[src/rtl/pipeline_hazard_ctrl_pkg.sv]
// Shared types and encodings for the decode/execute hazard controller.
package pipeline_hazard_ctrl_pkg;

    // Sequencing FSM states (value is what state_o shows)
    typedef enum logic [1:0] {
        ST_RUN      = 2'd0,
        ST_MEM_WAIT = 2'd1,
        ST_FLUSH    = 2'd2
    } state_e;

    // Operand forwarding selects; code 2 is reserved and never driven
    localparam logic [1:0] FWD_RF = 2'd0;
    localparam logic [1:0] FWD_WB = 2'd1;

    // mem_op encodings carried in the EX state register
    localparam logic [1:0] MEM_NONE  = 2'd0;
    localparam logic [1:0] MEM_LOAD  = 2'd1;
    localparam logic [1:0] MEM_STORE = 2'd2;

endpackage

[src/rtl/pipeline_hazard_ctrl_fwd.sv]
// hazard_fwd_unit: pure combinational WB->EX operand forwarding compare.
// One compare per EX source operand; x0 is never forwarded.
module hazard_fwd_unit
    import pipeline_hazard_ctrl_pkg::*;
#(
    parameter int REG_IDX_W = 5
) (
    input  logic                 wb_valid,
    input  logic                 wb_wb_en,
    input  logic [REG_IDX_W-1:0] wb_rd,
    input  logic [REG_IDX_W-1:0] ex_rs1,
    input  logic [REG_IDX_W-1:0] ex_rs2,
    output logic [1:0]           fwd_a_sel,
    output logic [1:0]           fwd_b_sel
);

    // A pending WB write to a non-zero register that matches the source wins over the regfile
    function automatic logic [1:0] fwd_compare(input logic [REG_IDX_W-1:0] src);
        if (wb_valid && wb_wb_en && (wb_rd != '0) && (wb_rd == src))
            return FWD_WB;
        return FWD_RF;
    endfunction

    // Both operands use the same compare rule
    always_comb begin
        fwd_a_sel = fwd_compare(ex_rs1);
        fwd_b_sel = fwd_compare(ex_rs2);
    end

endmodule

[src/rtl/pipeline_hazard_ctrl.sv]
// pipeline_hazard_ctrl: stall / bubble / freeze / flush / redirect sequencing
// for the decode-to-execute state register, plus EX operand forwarding selects.
// Optional build macro: PIPELINE_HAZARD_PERF_EN adds three 32-bit perf counters.
//
// Handshake: the controller has no valid/ready pair of its own; every control
// output is a same-cycle enable for the pipeline registers (zero latency).
// mem_req/mem_ack: a request seen with ex_valid and no ack in the same cycle
// freezes fetch, decode and EX until the cycle in which mem_ack is high.
module pipeline_hazard_ctrl
    import pipeline_hazard_ctrl_pkg::*;
#(
    parameter int REG_IDX_W      = 5,
    parameter int BRANCH_PENALTY = 1,
    parameter int MEM_OP_LOAD    = 1
) (
    input  logic                 clk,
    input  logic                 rst_n,
    input  logic                 id_valid,
    input  logic [REG_IDX_W-1:0] id_rs1,
    input  logic [REG_IDX_W-1:0] id_rs2,
    input  logic                 id_use_rs1,
    input  logic                 id_use_rs2,
    input  logic                 ex_valid,
    input  logic [REG_IDX_W-1:0] ex_rd,
    input  logic [1:0]           ex_mem_op,
    input  logic                 ex_wb_en,
    input  logic [REG_IDX_W-1:0] ex_rs1,
    input  logic [REG_IDX_W-1:0] ex_rs2,
    input  logic                 ex_br_taken,
    input  logic                 wb_valid,
    input  logic [REG_IDX_W-1:0] wb_rd,
    input  logic                 wb_wb_en,
    input  logic                 mem_req,
    input  logic                 mem_ack,
    output logic                 stall_if,
    output logic                 stall_id,
    output logic                 bubble_ex,
    output logic                 hold_ex,
    output logic                 flush_id,
    output logic                 pc_redirect,
    output logic [1:0]           fwd_a_sel,
    output logic [1:0]           fwd_b_sel,
`ifdef PIPELINE_HAZARD_PERF_EN
    output logic [31:0]          perf_stall_cycles,
    output logic [31:0]          perf_bubbles,
    output logic [31:0]          perf_flushes,
`endif
    output logic [1:0]           state_o
);

    localparam bit         MULTI_FLUSH = (BRANCH_PENALTY > 1);
    localparam logic [1:0] FLUSH_INIT  = 2'(BRANCH_PENALTY - 1);

    state_e     state_q, state_d;
    logic [1:0] cnt_q, cnt_d;
    logic       mem_stall, br_taken, load_use;
    logic [1:0] fwd_a_raw, fwd_b_raw;

    // ex_wb_en is carried for completeness; a load always writes, so the hazard keys on mem_op
    logic unused_ex_wb_en;
    assign unused_ex_wb_en = ex_wb_en;

    // Event decode shared by next-state and output logic
    always_comb begin
        mem_stall = ex_valid && mem_req && !mem_ack;
        br_taken  = ex_valid && ex_br_taken;
        load_use  = ex_valid && (ex_mem_op == 2'(MEM_OP_LOAD)) && (ex_rd != '0) && id_valid &&
                    ((id_use_rs1 && (id_rs1 == ex_rd)) || (id_use_rs2 && (id_rs2 == ex_rd)));
    end

    // State and flush counter register; reset aborts any wait or flush
    always_ff @(posedge clk or negedge rst_n) begin
        if (!rst_n) begin
            state_q <= ST_RUN;
            cnt_q   <= 2'd0;
        end else begin
            state_q <= state_d;
            cnt_q   <= cnt_d;
        end
    end

    // Next-state: memory wait dominates, a taken branch may open a multi-cycle flush
    always_comb begin
        state_d = state_q;
        cnt_d   = cnt_q;
        case (state_q)
            ST_RUN: begin
                if (mem_stall) begin
                    state_d = ST_MEM_WAIT;
                end else if (br_taken && MULTI_FLUSH) begin
                    state_d = ST_FLUSH;
                    cnt_d   = FLUSH_INIT;
                end
            end
            ST_MEM_WAIT: begin
                if (mem_ack) begin
                    if (br_taken && MULTI_FLUSH) begin
                        state_d = ST_FLUSH;
                        cnt_d   = FLUSH_INIT;
                    end else begin
                        state_d = ST_RUN;
                    end
                end
            end
            ST_FLUSH: begin
                cnt_d = cnt_q - 2'd1;
                if (cnt_q <= 2'd1) state_d = ST_RUN;
            end
            default: begin
                state_d = ST_RUN;
                cnt_d   = 2'd0;
            end
        endcase
    end

    // Outputs: per-state control enables; reset forces all low except bubble_ex
    always_comb begin
        stall_if    = 1'b0;
        stall_id    = 1'b0;
        bubble_ex   = 1'b0;
        hold_ex     = 1'b0;
        flush_id    = 1'b0;
        pc_redirect = 1'b0;
        case (state_q)
            ST_RUN: begin
                if (mem_stall) begin
                    stall_if = 1'b1;
                    stall_id = 1'b1;
                    hold_ex  = 1'b1;
                end else if (br_taken) begin
                    pc_redirect = 1'b1;
                    flush_id    = 1'b1;
                    bubble_ex   = 1'b1;
                end else if (load_use) begin
                    stall_if  = 1'b1;
                    stall_id  = 1'b1;
                    bubble_ex = 1'b1;
                end
            end
            ST_MEM_WAIT: begin
                // No load-use check here; EX advances on the ack cycle and is checked next cycle
                if (!mem_ack) begin
                    stall_if = 1'b1;
                    stall_id = 1'b1;
                    hold_ex  = 1'b1;
                end else if (br_taken) begin
                    pc_redirect = 1'b1;
                    flush_id    = 1'b1;
                    bubble_ex   = 1'b1;
                end
            end
            ST_FLUSH: begin
                flush_id  = 1'b1;
                bubble_ex = 1'b1;
            end
            default: ;
        endcase
        if (!rst_n) begin
            stall_if    = 1'b0;
            stall_id    = 1'b0;
            bubble_ex   = 1'b1;
            hold_ex     = 1'b0;
            flush_id    = 1'b0;
            pc_redirect = 1'b0;
        end
    end

    hazard_fwd_unit #(.REG_IDX_W(REG_IDX_W)) u_fwd (
        .wb_valid  (wb_valid),
        .wb_wb_en  (wb_wb_en),
        .wb_rd     (wb_rd),
        .ex_rs1    (ex_rs1),
        .ex_rs2    (ex_rs2),
        .fwd_a_sel (fwd_a_raw),
        .fwd_b_sel (fwd_b_raw)
    );

    // Forwarding selects read 0 while in reset
    always_comb begin
        fwd_a_sel = rst_n ? fwd_a_raw : FWD_RF;
        fwd_b_sel = rst_n ? fwd_b_raw : FWD_RF;
        state_o   = state_q;
    end

`ifdef PIPELINE_HAZARD_PERF_EN
    // Event counters; held at 0 in reset so reset-time bubbles are never counted
    always_ff @(posedge clk or negedge rst_n) begin
        if (!rst_n) begin
            perf_stall_cycles <= 32'd0;
            perf_bubbles      <= 32'd0;
            perf_flushes      <= 32'd0;
        end else begin
            perf_stall_cycles <= perf_stall_cycles + {31'd0, stall_id};
            perf_bubbles      <= perf_bubbles + {31'd0, bubble_ex};
            perf_flushes      <= perf_flushes + {31'd0, pc_redirect};
        end
    end
`endif

endmodule

[config.mk]
export PLATFORM = sky130hd
export DESIGN_NAME = pipeline_hazard_ctrl
export DESIGN_NICKNAME = d
export VERILOG_FILES = /design/src/rtl/pipeline_hazard_ctrl_pkg.sv /design/src/rtl/pipeline_hazard_ctrl_fwd.sv /design/src/rtl/pipeline_hazard_ctrl.sv
export SDC_FILE = /design/constraint.sdc
export NUM_CORES = 1
export LEC_CHECK = 0
export CAP_MARGIN = 5
export CORE_MARGIN = 4
export CORE_UTILIZATION = 27
export CTS_BUF_LIST = sky130_fd_sc_hd__clkbuf_4
export CTS_CLUSTER_DIAMETER = 40
export DETAILED_ROUTE_END_ITERATION = 10
export PLACE_DENSITY = 0.88
export SLEW_MARGIN = 30
export SYNTH_ARGS = -nofsm -noshare
export SYNTH_HDL_FRONTEND = slang
export SYNTH_SLANG_ARGS = --single-unit
[constraint.sdc]
create_clock -name clk -period 2.34 [get_ports clk]
set_input_delay 0.234 -clock clk [delete_from_list [all_inputs] [get_ports clk]]
set_output_delay 0.234 -clock clk [all_outputs]
set_load 0.01 [all_outputs]
==> flow_summary_export.csv <==
group,metric,value,unit
logic_synthesis,synth_warnings,0,
logic_synthesis,simple_gate_area_frac,0.207,
layout,comb_area,348,µm²
final_timing,finalWorstSetupSlack,0.136,ns
logic_synthesis,async_flop_share,1.00,
layout,sh_seq_area,0.0265,
status,outcome,"finished clean",
final_timing,fin_crit,2.20,ns
final_timing,hold_slack,0.510,ns
layout,largest_register_ffs,1,
grt,grt_max_degree,6,
routing,via_per_inst,4.65,
power_and_ir_drop,p_clk_frac,0,
layout,inverters_excl_clock,2,
routing,drt-met1-wl,618,µm
power_and_ir_drop,seq_power_share,0.134,
final_timing,hold_violations,0,
critical_path,crit_start,"wb_rd[3]",
logic_synthesis,ys_top_logic_family,"XOR/XNOR gates",
grt,met3_usage,0.00383,
routing,drc,0,
routing,maxUsedRoutingLayer,"met3",
critical_path,cp.depth,5,
logic_synthesis,flop_cell,"dfrtp_1",
critical_path,reg2reg_to,"state_o[0]",
logic_synthesis,synth_flops,1,
clock_network,post_cts.repair.setup_buffers,0,
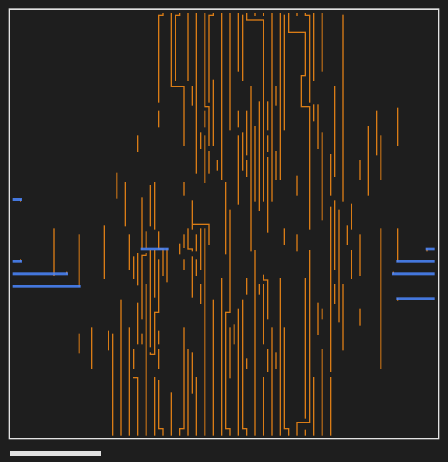
layers.png
Scale bar: 10 µm. Two of the layers only.
legend:
  orange:
    layer: M2
    wire_length: 1040 µm
  blue:
    layer: M3
    wire_length: 29.9 µm
Routed WL per cell: 13.7 µm
routed vias: 572
Routed WL: 1690 µm

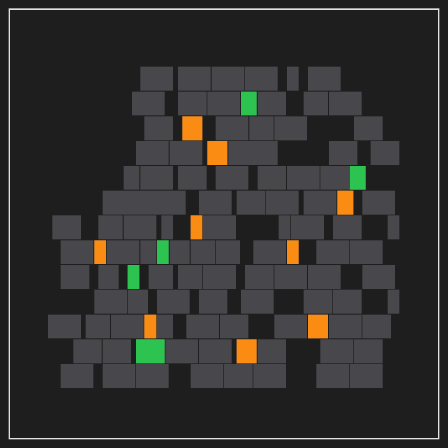
gates.png
legend:
  green:
    family: nand cells
    cells: 5
  orange:
    family: nor cells
    cells: 9
Layout Cells excl Fill: 123
Comb area share: 0.369
most common logic cell in the routed design: clkdlybuf4s50_1

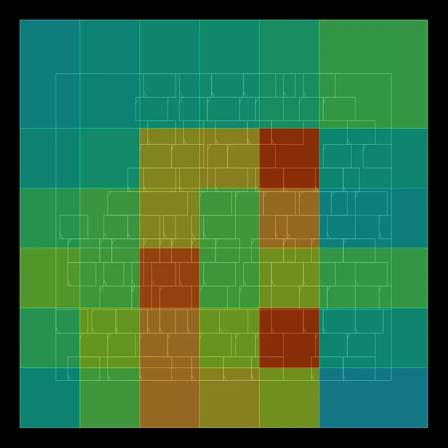
congestion_map.png
met1 usage: 0.170
final design utilization: 0.690
grt met2 use: 0.328

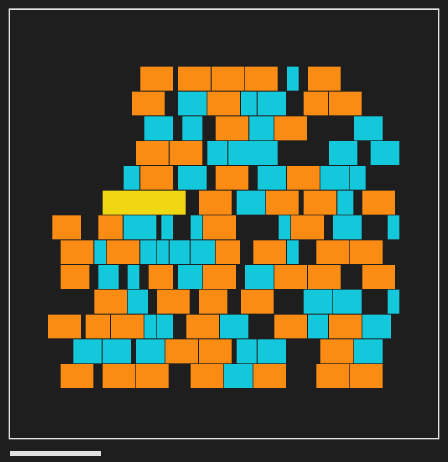
class_map.png
Scale bar: 10 µm.
legend:
  yellow:
    class: sequential cells
    cells: 1
    share_of_their_area: 2.7%
  cyan:
    class: remaining logic cells
    cells: 51
    share_of_their_area: 38%
  orange:
    class: remaining buffers and delay cells
    cells: 56
    share_of_their_area: 59%
row count: 13
Core Region: 1370 µm²

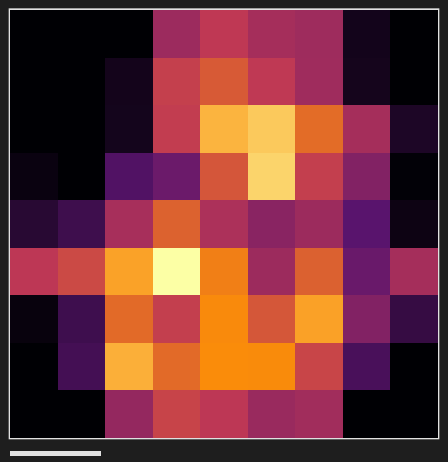
route_heat.png
Scale bar: 10 µm. 9 x 9 tiles, from black (low) to pale yellow (high), scaled to the fullest tile. Values are wire area over tile area, all layers added.
tiles over half the peak: 35%
mean over tiles: 0.11
emptiest ninth of the die: north-west
fullest tile: 0.32
All-Layer GR Usage: 0.152

